$ cat config.mk
export PLATFORM = sky130hd
export DESIGN_NAME = dp_timing_ctrl_flat
export DESIGN_NICKNAME = d
export VERILOG_FILES = /design/src/rtl/dp_timing_pkg.sv /design/src/rtl/dp_timing_ctrl_if.sv /design/src/rtl/dp_timing_regs.sv /design/src/rtl/dp_timing_ctrl.sv /design/src/flat_wrapper.sv
export SDC_FILE = /design/constraint.sdc
export NUM_CORES = 1
export LEC_CHECK = 0
export ABC_AREA = 1
export CORE_ASPECT_RATIO = 0.7
export CORE_MARGIN = 4
export CORE_UTILIZATION = 55
export DETAILED_ROUTE_END_ITERATION = 8
export PLACE_DENSITY = 0.77
export SLEW_MARGIN = 30
export SYNTH_ARGS = -nofsm -noshare
export SYNTH_HDL_FRONTEND = slang
export SYNTH_SLANG_ARGS = --single-unit
$ cat constraint.sdc
create_clock -name clk -period 3.1 [get_ports clk]
set_clock_uncertainty 0.1 [all_clocks]
set_input_delay 0.31 -clock clk [delete_from_list [all_inputs] [get_ports clk]]
set_output_delay 0.31 -clock clk [all_outputs]
set_load 0.02 [all_outputs]
$ cat src/rtl/dp_timing_pkg.sv
// Shared definitions for the DisplayPort timing controller: register map, CTRL/STATUS bits,
// FSM encoding and the packed timing set with its validation rule.
package dp_timing_pkg;

    localparam logic [2:0] AddrCtrl   = 3'd0;
    localparam logic [2:0] AddrSize   = 3'd1;
    localparam logic [2:0] AddrHsync  = 3'd2;
    localparam logic [2:0] AddrVsync  = 3'd3;
    localparam logic [2:0] AddrActive = 3'd4;
    localparam logic [2:0] AddrBurst  = 3'd5;
    localparam logic [2:0] AddrStatus = 3'd6;
    localparam logic [2:0] AddrFrame  = 3'd7;

    localparam int unsigned CtrlEnable  = 0;
    localparam int unsigned CtrlCommit  = 1;
    localparam int unsigned CtrlErrClr  = 2;
    localparam int unsigned StatPending = 2;
    localparam int unsigned StatErr     = 3;

    typedef enum logic [1:0] {
        StOff       = 2'd0,
        StArm       = 2'd1,
        StRun       = 2'd2,
        StWaitFrame = 2'd3
    } state_e;

    typedef struct packed {
        logic [15:0] height;
        logic [15:0] width;
        logic [15:0] hsync_end;
        logic [15:0] hsync_start;
        logic [15:0] vsync_end;
        logic [15:0] vsync_start;
        logic [15:0] active_h_start;
        logic [15:0] active_w_start;
        logic [7:0]  wait_len;
        logic [7:0]  burst_len;
    } timing_t;

    function automatic timing_t timing_default(logic [15:0] w, logic [15:0] h);
        timing_t t;
        t           = '0;
        t.width     = w;
        t.height    = h;
        t.burst_len = 8'd1;
        return t;
    endfunction

    function automatic logic timing_valid(timing_t t);
        return (t.width >= 16'd2) && (t.height >= 16'd2) &&
               (t.active_w_start < t.width) && (t.active_h_start < t.height) &&
               (t.burst_len != 8'd0) &&
               (t.hsync_start <= t.hsync_end) && (t.vsync_start <= t.vsync_end);
    endfunction

endpackage

$ cat src/rtl/dp_timing_ctrl_if.sv
// Software register port of the timing controller: write strobe, read strobe, registered read.
interface dp_timing_ctrl_if;
    logic        wr_en;
    logic [2:0]  wr_addr;
    logic [31:0] wr_data;
    logic        rd_en;
    logic [2:0]  rd_addr;
    logic [31:0] rd_data;

    modport master (output wr_en, wr_addr, wr_data, rd_en, rd_addr, input rd_data);
    modport slave  (input wr_en, wr_addr, wr_data, rd_en, rd_addr, output rd_data);
endinterface

$ cat src/rtl/dp_timing_regs.sv
// Register file: staged timing set, CTRL enable/ERR bits, commit validation and the read mux.
module dp_timing_regs
    import dp_timing_pkg::*;
#(
    parameter logic [15:0] DefWidth  = 16'd2200,
    parameter logic [15:0] DefHeight = 16'd1125
) (
    input  logic            clk,
    input  logic            rst_n,
    dp_timing_ctrl_if.slave bus,
    input  state_e          state,
    input  logic            pending,
    input  logic [31:0]     frame_count,
    output timing_t         staged,
    output logic            enable_nxt,
    output logic            commit_ok
);
    timing_t     staged_q;
    logic        enable_q, err_q, err_d;
    logic        ctrl_wr, commit_req, staged_ok;
    logic [31:0] rd_word, rd_data_q;

    assign ctrl_wr    = bus.wr_en && (bus.wr_addr == AddrCtrl);
    assign commit_req = ctrl_wr && bus.wr_data[CtrlCommit];
    assign staged_ok  = timing_valid(staged_q);
    assign commit_ok  = commit_req && staged_ok;
    assign enable_nxt = ctrl_wr ? bus.wr_data[CtrlEnable] : enable_q;
    // Clear is applied before the commit check so a combined write can re-raise ERR.
    assign err_d = (err_q && !(ctrl_wr && bus.wr_data[CtrlErrClr])) ||
                   (commit_req && !staged_ok && !pending);

    always_comb begin
        rd_word = '0;
        case (bus.rd_addr)
            AddrCtrl:   rd_word[CtrlEnable] = enable_q;
            AddrSize:   rd_word = {staged_q.height, staged_q.width};
            AddrHsync:  rd_word = {staged_q.hsync_end, staged_q.hsync_start};
            AddrVsync:  rd_word = {staged_q.vsync_end, staged_q.vsync_start};
            AddrActive: rd_word = {staged_q.active_h_start, staged_q.active_w_start};
            AddrBurst:  rd_word = {16'h0, staged_q.wait_len, staged_q.burst_len};
            AddrStatus: rd_word = {28'h0, err_q, pending, state};
            AddrFrame:  rd_word = frame_count;
            default:    rd_word = '0;
        endcase
    end

    always_ff @(posedge clk) begin
        if (!rst_n) begin
            staged_q  <= timing_default(DefWidth, DefHeight);
            enable_q  <= 1'b0;
            err_q     <= 1'b0;
            rd_data_q <= '0;
        end else begin
            enable_q <= enable_nxt;
            err_q    <= err_d;
            if (bus.rd_en) rd_data_q <= rd_word;
            if (bus.wr_en) begin
                case (bus.wr_addr)
                    AddrSize:   {staged_q.height, staged_q.width} <= bus.wr_data;
                    AddrHsync:  {staged_q.hsync_end, staged_q.hsync_start} <= bus.wr_data;
                    AddrVsync:  {staged_q.vsync_end, staged_q.vsync_start} <= bus.wr_data;
                    AddrActive: {staged_q.active_h_start, staged_q.active_w_start} <= bus.wr_data;
                    AddrBurst:  {staged_q.wait_len, staged_q.burst_len} <= bus.wr_data[15:0];
                    default:    ;
                endcase
            end
        end
    end

    assign staged      = staged_q;
    assign bus.rd_data = rd_data_q;
endmodule

$ cat src/rtl/dp_timing_ctrl.sv
// Timing-generator sequencer: swaps committed timing into the active set at frame boundaries,
// holding the generator in reset while it changes, and counts frames.
module dp_timing_ctrl
    import dp_timing_pkg::*;
#(
    parameter int unsigned ResetCycles = 4,
    parameter logic [15:0] DefWidth    = 16'd2200,
    parameter logic [15:0] DefHeight   = 16'd1125
) (
    input  logic            clk,
    input  logic            rst_n,
    dp_timing_ctrl_if.slave bus,
    input  logic            vsync_in,
    output logic            gen_reset,
    output logic [15:0]     width,
    output logic [15:0]     height,
    output logic [15:0]     hsync_start,
    output logic [15:0]     hsync_end,
    output logic [15:0]     vsync_start,
    output logic [15:0]     vsync_end,
    output logic [15:0]     active_h_start,
    output logic [15:0]     active_w_start,
    output logic [7:0]      burst_len,
    output logic [7:0]      wait_len,
    output logic            busy
);
    localparam int unsigned CntW = (ResetCycles > 1) ? $clog2(ResetCycles) : 1;
    localparam logic [CntW-1:0] ArmLast = CntW'(ResetCycles - 1);

    state_e          state_q;
    timing_t         active_q, staged;
    logic            pending_q, gen_reset_q, vsync_q, frame_rise;
    logic            enable_nxt, commit_ok;
    logic [CntW-1:0] cnt_q;
    logic [31:0]     frame_count_q;

    dp_timing_regs #(
        .DefWidth  (DefWidth),
        .DefHeight (DefHeight)
    ) u_regs (
        .clk         (clk),
        .rst_n       (rst_n),
        .bus         (bus),
        .state       (state_q),
        .pending     (pending_q),
        .frame_count (frame_count_q),
        .staged      (staged),
        .enable_nxt  (enable_nxt),
        .commit_ok   (commit_ok)
    );

    assign frame_rise = vsync_in && !vsync_q;

    always_ff @(posedge clk) begin
        if (!rst_n) begin
            state_q       <= StOff;
            pending_q     <= 1'b0;
            gen_reset_q   <= 1'b1;
            cnt_q         <= '0;
            vsync_q       <= 1'b0;
            frame_count_q <= '0;
            active_q      <= timing_default(DefWidth, DefHeight);
        end else begin
            vsync_q <= vsync_in;
            if (frame_rise && (state_q == StRun || state_q == StWaitFrame)) begin
                frame_count_q <= frame_count_q + 32'd1;
            end
            if (!enable_nxt) begin
                state_q     <= StOff;
                pending_q   <= 1'b0;
                gen_reset_q <= 1'b1;
                if (state_q == StOff && commit_ok) active_q <= staged;
            end else begin
                unique case (state_q)
                    StOff: begin
                        // A commit written together with ENABLE is applied on the way into ARM.
                        state_q     <= StArm;
                        gen_reset_q <= 1'b1;
                        cnt_q       <= ArmLast;
                        pending_q   <= 1'b0;
                        if (commit_ok) active_q <= staged;
                    end
                    StArm: begin
                        if (commit_ok) pending_q <= 1'b1;
                        if (cnt_q == '0) begin
                            state_q     <= (pending_q || commit_ok) ? StWaitFrame : StRun;
                            gen_reset_q <= 1'b0;
                        end else begin
                            cnt_q <= cnt_q - 1'b1;
                        end
                    end
                    StRun: begin
                        if (commit_ok) begin
                            pending_q <= 1'b1;
                            state_q   <= StWaitFrame;
                        end
                    end
                    StWaitFrame: begin
                        if (frame_rise) begin
                            state_q     <= StArm;
                            gen_reset_q <= 1'b1;
                            cnt_q       <= ArmLast;
                            pending_q   <= 1'b0;
                            active_q    <= staged;
                        end
                    end
                endcase
            end
        end
    end

    assign gen_reset      = gen_reset_q;
    assign busy           = pending_q || (state_q == StArm) || (state_q == StWaitFrame);
    assign width          = active_q.width;
    assign height         = active_q.height;
    assign hsync_start    = active_q.hsync_start;
    assign hsync_end      = active_q.hsync_end;
    assign vsync_start    = active_q.vsync_start;
    assign vsync_end      = active_q.vsync_end;
    assign active_h_start = active_q.active_h_start;
    assign active_w_start = active_q.active_w_start;
    assign burst_len      = active_q.burst_len;
    assign wait_len       = active_q.wait_len;
endmodule

$ cat src/flat_wrapper.sv
// flat-port wrapper written by rule: the top's interface ports become plain ports
module dp_timing_ctrl_flat import dp_timing_pkg::*;
#(
    parameter int unsigned ResetCycles = 4,
    parameter logic [15:0] DefWidth    = 16'd2200,
    parameter logic [15:0] DefHeight   = 16'd1125
)
  (clk, rst_n, vsync_in, gen_reset, width, height, hsync_start, hsync_end, vsync_start, vsync_end, active_h_start, active_w_start, burst_len, wait_len, busy, bus_wr_en, bus_wr_addr, bus_wr_data, bus_rd_en, bus_rd_addr, bus_rd_data);
  dp_timing_ctrl_if bus_i ();
  input  logic clk;
  input  logic rst_n;
  input  logic vsync_in;
  output logic gen_reset;
  output logic [15:0] width;
  output logic [15:0] height;
  output logic [15:0] hsync_start;
  output logic [15:0] hsync_end;
  output logic [15:0] vsync_start;
  output logic [15:0] vsync_end;
  output logic [15:0] active_h_start;
  output logic [15:0] active_w_start;
  output logic [7:0] burst_len;
  output logic [7:0] wait_len;
  output logic busy;
  input wire logic [$bits(bus_i.wr_en)-1:0] bus_wr_en;
  input wire logic [$bits(bus_i.wr_addr)-1:0] bus_wr_addr;
  input wire logic [$bits(bus_i.wr_data)-1:0] bus_wr_data;
  input wire logic [$bits(bus_i.rd_en)-1:0] bus_rd_en;
  input wire logic [$bits(bus_i.rd_addr)-1:0] bus_rd_addr;
  output wire logic [$bits(bus_i.rd_data)-1:0] bus_rd_data;
  assign bus_i.wr_en = bus_wr_en;
  assign bus_i.wr_addr = bus_wr_addr;
  assign bus_i.wr_data = bus_wr_data;
  assign bus_i.rd_en = bus_rd_en;
  assign bus_i.rd_addr = bus_rd_addr;
  assign bus_rd_data = bus_i.rd_data;
  dp_timing_ctrl #(.ResetCycles(ResetCycles), .DefWidth(DefWidth), .DefHeight(DefHeight)) u_core (.clk(clk), .rst_n(rst_n), .bus(bus_i), .vsync_in(vsync_in), .gen_reset(gen_reset), .width(width), .height(height), .hsync_start(hsync_start), .hsync_end(hsync_end), .vsync_start(vsync_start), .vsync_end(vsync_end), .active_h_start(active_h_start), .active_w_start(active_w_start), .burst_len(burst_len), .wait_len(wait_len), .busy(busy));
endmodule
Clock wiring as the flow saved it:
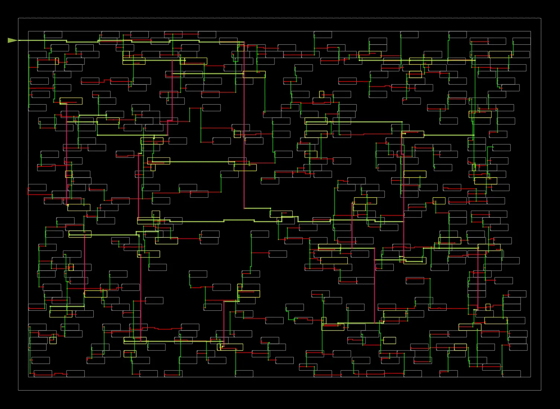
Clock group: 4.32 mW
clock sinks: 361

Routed metal, one colour a layer:
(2 px per um)
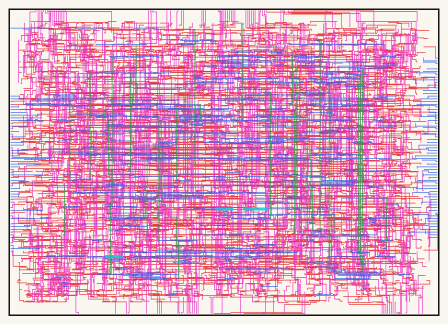
| layer | colour | wire length |
|---|---|---|
| metal 1 | red | 26.8 mm |
| metal 5 | cyan | 25.8 um |
| metal 3 | blue | 7610 um |
| metal 2 | magenta | 24.5 mm |
| metal 4 | green | 2200 um |

==> notes.md <==
run metrics: Setup crit end u_core.vsync_start[11], clk latency late pin 0.54 ns, Mean Syn Cell Area 7.20 um2, fp util 56.2%, Top delay family on crit path simple AND/OR/NAND/NOR gates, CP bufs+invs 3, Seq cells 361, outcome finished clean, AND-OR/OR-AND Cells, Area Fraction 16.1%, io pins 221, critical path's slowest cell dfxtp_1, share of layout cells above drive strength 1 6.94%, Design Power 10.9 mW, #MultiIn Comb 1548, post-cts repair resize count 0, first-pass GRT wire length 93700 um, GPL Wtd Cong 1.01, VDD IR max 339 uV, Tmin final 2.92 ns, HP Class in2reg, clock tree buffer depth 3, CP peak stage delay 0.34 ns
-- routing by layer --
layer / vias up / GRT usage [%]
met3: 118 / 8.95
li1: 7896 / -
met5: - / 0
met4: 6 / 12.1
met2: 1026 / 51.9
met1: 7839 / 53.6
-- Yosys cell counts (all sizes together) --
cell    instances
buf            49
nand2         372
a21o            4
o21ai         180
nor3           28
o221ai         18
clkbuf         82
a21oi         198
o22ai          38
inv           226
nor2          396
nand3b         18
nand3         163
o21bai          2
and3            1
a31oi           2
nor4            5
nor3b           2
xor2            7
o211ai         10
o41ai           2
clkinv          4
dfxtp         361
ha             68
o31ai          16
a221oi          7
nand4          10
o21a            1
-- power breakdown --
group	internal (mW)	switching [mW]	total (mW)
Clock	2.44	1.89	4.32
Combinational	0.620	1.02	1.64
Sequential	4.83	0.114	4.94
Power is estimated from default activity; no workload was simulated.
